<file path="src/rtl/rca_serial_add_ctrl.sv">
// Serial WIDTH-bit adder sequencer driving one external 2-bit ripple-carry adder, LSB digit first.
// Optional subtract mode (A-B, two's complement) enabled by defining RCA_SUB_EN.
module rca_serial_add_ctrl #(
   parameter int WIDTH = 8
) (
   input  logic             clk,
   input  logic             rst,
   input  logic             in_valid,
   output logic             in_ready,
   input  logic [WIDTH-1:0] op_a,
   input  logic [WIDTH-1:0] op_b,
   input  logic             op_cin,
`ifdef RCA_SUB_EN
   input  logic             op_sub,
`endif
   output logic             out_valid,
   input  logic             out_ready,
   output logic [WIDTH-1:0] result,
   output logic             result_cout,
   output logic             busy,
   output logic [1:0]       add_a,
   output logic [1:0]       add_b,
   output logic             add_cin,
   input  logic [1:0]       add_sum,
   input  logic             add_cout
);

   localparam int DIGITS = WIDTH / 2;
   localparam int CW     = (DIGITS > 1) ? $clog2(DIGITS) : 1;
   localparam logic [CW-1:0] LAST = CW'(DIGITS - 1);

   localparam logic [1:0] IDLE = 2'd0;
   localparam logic [1:0] RUN  = 2'd1;
   localparam logic [1:0] DONE = 2'd2;

   generate
      if (WIDTH < 2 || (WIDTH % 2) != 0) begin : g_bad_width
         $error("rca_serial_add_ctrl: WIDTH must be even and >= 2");
      end
   endgenerate

   logic [1:0]       state;
   logic [WIDTH-1:0] a_sr;
   logic [WIDTH-1:0] b_sr;
   logic             carry_reg;
   logic [CW-1:0]    cnt;
   logic [WIDTH-1:0] result_shift;
   logic             b_inv;

`ifdef RCA_SUB_EN
   logic sub_reg;
   assign b_inv = sub_reg;
`else
   assign b_inv = 1'b0;
`endif

   // New sum digit enters at the MSB end; after DIGITS shifts digit 0 sits at the LSB.
   generate
      if (WIDTH == 2) begin : g_shift_w2
         assign result_shift = add_sum;
      end else begin : g_shift_wn
         assign result_shift = {add_sum, result[WIDTH-1:2]};
      end
   endgenerate

   always_comb begin
      in_ready  = (state == IDLE);
      out_valid = (state == DONE);
      busy      = (state == RUN) || (state == DONE);
      add_a     = '0;
      add_b     = '0;
      add_cin   = 1'b0;
      if (state == RUN) begin
         add_a   = a_sr[1:0];
         add_b   = b_sr[1:0] ^ {2{b_inv}};
         add_cin = carry_reg;
      end
   end

   always_ff @(posedge clk) begin
      if (rst) begin
         state       <= IDLE;
         a_sr        <= '0;
         b_sr        <= '0;
         carry_reg   <= 1'b0;
         cnt         <= '0;
         result      <= '0;
         result_cout <= 1'b0;
`ifdef RCA_SUB_EN
         sub_reg     <= 1'b0;
`endif
      end else begin
         case (state)
            IDLE: begin
               if (in_valid) begin
                  a_sr   <= op_a;
                  b_sr   <= op_b;
                  cnt    <= '0;
                  result <= '0;
                  state  <= RUN;
`ifdef RCA_SUB_EN
                  sub_reg   <= op_sub;
                  carry_reg <= op_sub ? 1'b1 : op_cin;
`else
                  carry_reg <= op_cin;
`endif
               end
            end
            RUN: begin
               result    <= result_shift;
               carry_reg <= add_cout;
               a_sr      <= a_sr >> 2;
               b_sr      <= b_sr >> 2;
               cnt       <= cnt + CW'(1);
               if (cnt == LAST) begin
                  result_cout <= add_cout;
                  state       <= DONE;
               end
            end
            DONE: begin
               if (out_ready) state <= IDLE;
            end
            default: state <= IDLE;
         endcase
      end
   end

endmodule

</file>
<file path="config.mk">
export PLATFORM = sky130hd
export DESIGN_NAME = rca_serial_add_ctrl
export DESIGN_NICKNAME = d
export VERILOG_FILES = /design/src/rtl/rca_serial_add_ctrl.sv
export SDC_FILE = /design/constraint.sdc
export NUM_CORES = 1
export LEC_CHECK = 0
export ABC_AREA = 1
export CAP_MARGIN = 25
export CORE_UTILIZATION = 40
export CTS_BUF_LIST = sky130_fd_sc_hd__clkbuf_8
export CTS_CLUSTER_DIAMETER = 150
export DETAILED_ROUTE_END_ITERATION = 8
export HOLD_SLACK_MARGIN = 0.08
export PLACE_DENSITY = 0.72
export SLEW_MARGIN = 10
export SYNTH_ARGS = -nofsm -noshare
export SYNTH_HDL_FRONTEND = slang
export SYNTH_SLANG_ARGS = --single-unit
</file>
<file path="constraint.sdc">
create_clock -name clk -period 1.7 [get_ports clk]
set_clock_uncertainty 0.1 [all_clocks]
set_input_delay 0.17 -clock clk [delete_from_list [all_inputs] [get_ports clk]]
set_output_delay 0.17 -clock clk [all_outputs]
set_load 0.01 [all_outputs]
</file>
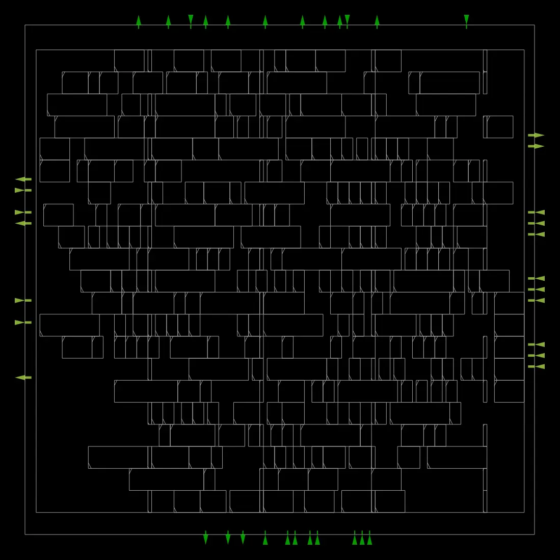
Figure 1: cell placement.
FILL cells: 331
flop share of the area: 28.6%
core area: 3440 µm²
seq_cells: 30

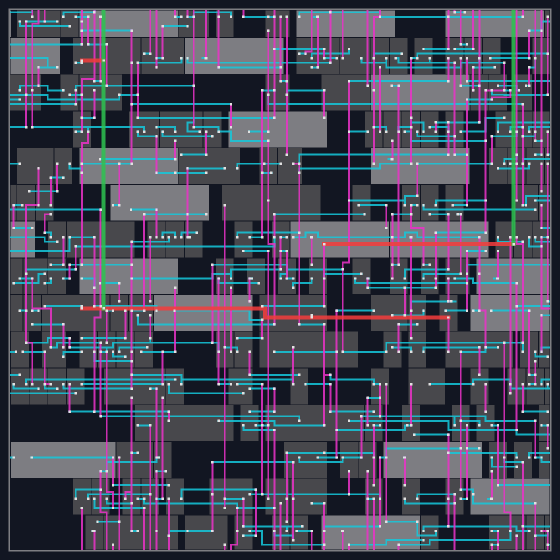
Figure 2: a small window of the routed layout.
Region (11, 11) to (51, 51) µm. Cells in grey, sequential cells in the stronger grey; small squares are vias.
[M2] magenta
[M4] green
[M1] cyan
[M3] red
most frequent: nand2_1 (51), nor2_1 (35), dfxtp_1 (19)
cells with their middle in the window: 164
netlist names of flops here include: `b_sr` (6), `a_sr` (5), `result` (4)
sequential cells in the window: 20

==> reports/qor.csv <==
metric,value,unit
via_per_inst,4.44,
final_util,61.2,%
power,3.59,mW
ant_nets,0,
crit_path_end_kind,primary output,
ff2ff_path_depth,8,
critPathRequiredTime,1.43,ns
p_comb_share,55.0,%
yosys.area.top_type,dfxtp_1,
hold_depth,3,
avgSynthCellArea,6.75,µm²
fp_util,43.1,%
top_cell,nand2_1,
ys_sh_mux,0,%
cts_setup_buffers,0,
startpoint,state[1],
p_int,2.13,mW
critPathArrivalTime,1.38,ns
hpwl,2.27,mm
gp_congestion,0.736,
synth.distinct_cells,17,
ys_top_cells_by_count,"nand2_1 (75), nor2_1 (40), dfxtp_1 (30), inv_1 (26)",
portBuffers,40,
die_y,62.9,µm
postLayoutCellArea,2110,µm²
ys_sh_simple,32.3,%
async_flop_share,0,%
hold_path_class,in2reg,
final_cells,314,
dp_cells,308,
drive_gt1_share,14.2,%
p_sw,1.46,mW
cts_sinks,30,
whs,0.357,ns
largestRegisters,"a_sr: 8 flops, b_sr: 8 flops, result: 8 flops",
crit_fanout,3,
antenna_cells,0,
place_ws,0.0729,ns
finalMaxSlewViolations,0,
grt_pass1_vias,1380,
antenna_found_initial,0,
power_leakage,0.988,nW
crit_end,busy,
ff2ff_setup_slack,0.10,ns
worstSkewPairLatency,0.27,ns
ys_sh_aoi,12.2,%
status,"finished, final reports clean",
setup_tns,0,ns
dieArea,3960,µm²
fmax,608,MHz
xor_area_share,0,%
worstSetupPathType,reg2out,
max_slew_margin,82.5,%
vdd_drop_max,970,µV
clockRootBuffer,clkbuf_8,
p_sw_share,40.7,%
drc_errors,0,
drt_iter0_drc,64,
min_from,add_sum[0],
top_logic_kind,simple AND/OR/NAND/NOR gates,
p_seq_share,29.8,%
seq_area,602,µm²
layout_setup_ws,0.0550,ns
power_frac_clock,15.3,%
synthesis.nets,249,
area_leaders,"dfxtp_1 (40%), nand2_1 (19%), nor2_1 (10%)",
gr-total-overflow,0,
fa_ha_area_share,4.22,%
edf_count,0,
ys_ff,30,
worst_hold_path.endpoint,result[6],
ctsHoldBuffers,0,
final.min_clock_period,1.65,ns
timing.rr.start,state[1],
drt_pass1_iterations,4,
maxCapViolCount,0,
syn_area,1480,µm²
cts_max_path_buffers,2,
fin_nets,298,
power_density,1700,nW/µm²
cts_buffers,5,
htreeDepth,2,
tool_warnings,29,
rsz0062_at_grt,false,
finalHoldViolCount,0,
ys_seq_share,40.5,%
area_growth,41.9,%
r2r_end,a_sr[1],
yosys-stat-cells,220,
cp-start-kind,flop,
grt_pass1_wl,5.80,mm
grt_start_max_net_pins,21,
synth-main-ff-cell,dfxtp_1,
ys_warn_count,0,
worstMarginPinSlew,0.263,ns
cts_tree,done,
logic_area,738,µm²
final-setup-viol-count,0,
netlist_instances,220,
clkTransAtPathRegs,0.06,ns
pin_count,41,
die_w,62.9,µm
row_count,21,
synth_top_area_share,40.5,%
yosys_area,1480,µm²
period_used_share,96.8,%
place_area,2020,µm²
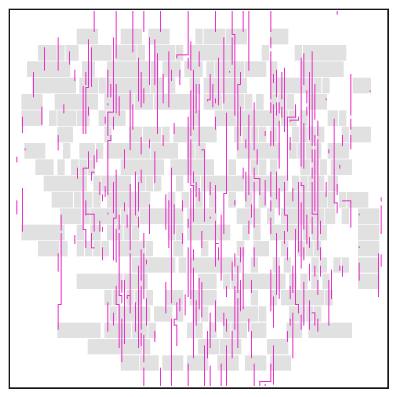
Figure 3: M2 wires.
Scale: 6 px per µm. Cells faint in the background.
share of all routed wire: 45%
longest straight run: 22.4 µm
main direction: vertical

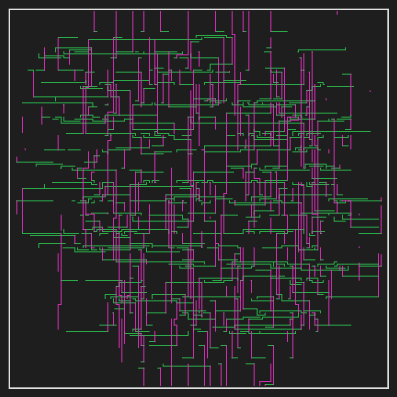
Figure 4: metal layers overlaid.
Scale: 6 px per µm. Only two layers are drawn.
[M2] magenta | wire length: 1440 µm
[M1] green | wire length: 1550 µm
Wirelength per Cell: 10.1 µm
routed via count: 1395
gr usage total: 18.6%
routed wire length: 3.18 mm

-- critical path, stage by stage (launching register included) --
cell,delay (ns)
dfxtp_1,0.33
inv_1,0.08
buf_4,0.14
ha_2,0.30
dlygate4sd2_1,0.25
-- metal layers --
layer / GRT usage, % / share of wire, %
met4: 6.98 / 1.6
met3: 6.39 / 4.5
met2: 30.1 / 45
met1: 22.3 / 49
met5: 0 / 0
-- repair_timing --
action | in CTS | in global routing
resized | 10 | 3
pin swaps | 0 | 0
gates cloned | 0 | 0
setup endpoints to repair | 8 | 5
-- cell usage in the layout, fill, tap and decap left out --
| cell type | n |
|---|---|
| dfxtp_1 | 29 |
| clkdlybuf4s15_1 | 1 |
| nand2_2 | 6 |
| ha_1 | 3 |
| o211ai_1 | 4 |
| clkbuf_8 | 6 |
| nor2_1 | 40 |
| dfxtp_2 | 1 |
| inv_2 | 1 |
| clkdlybuf4s50_1 | 32 |
| dlygate4sd2_1 | 7 |
| nand3_1 | 2 |
| nand2_1 | 75 |
| a21oi_1 | 1 |
| o21ai_0 | 10 |
| buf_4 | 7 |
| inv_1 | 26 |
| o21ai_2 | 1 |
| a21oi_2 | 10 |
| buf_12 | 4 |
| ha_2 | 1 |
| ha_4 | 1 |
-- final cells by class --
type	instances	area share (%)
Clock buffer	6	3.92
Inverter	27	4.81
Multi-Input combinational cell	154	35.1
Sequential cell	30	28.6
Tap cell	46	2.73
Timing Repair Buffer	51	24.9
-- power groups by stage --
stage | Sequential [mW] | Clock (mW) | Combinational (mW)
after floorplan | 1.05 | 0 | 1.32
after global placement | 1.07 | 0 | 1.99
after detailed placement | 1.07 | 0 | 2.01
after CTS | 1.06 | 0.563 | 1.97
after global routing | 1.09 | 0.600 | 2.25
final | 1.07 | 0.548 | 1.97
No activity file was given, so power comes from the tool's default toggle rates.
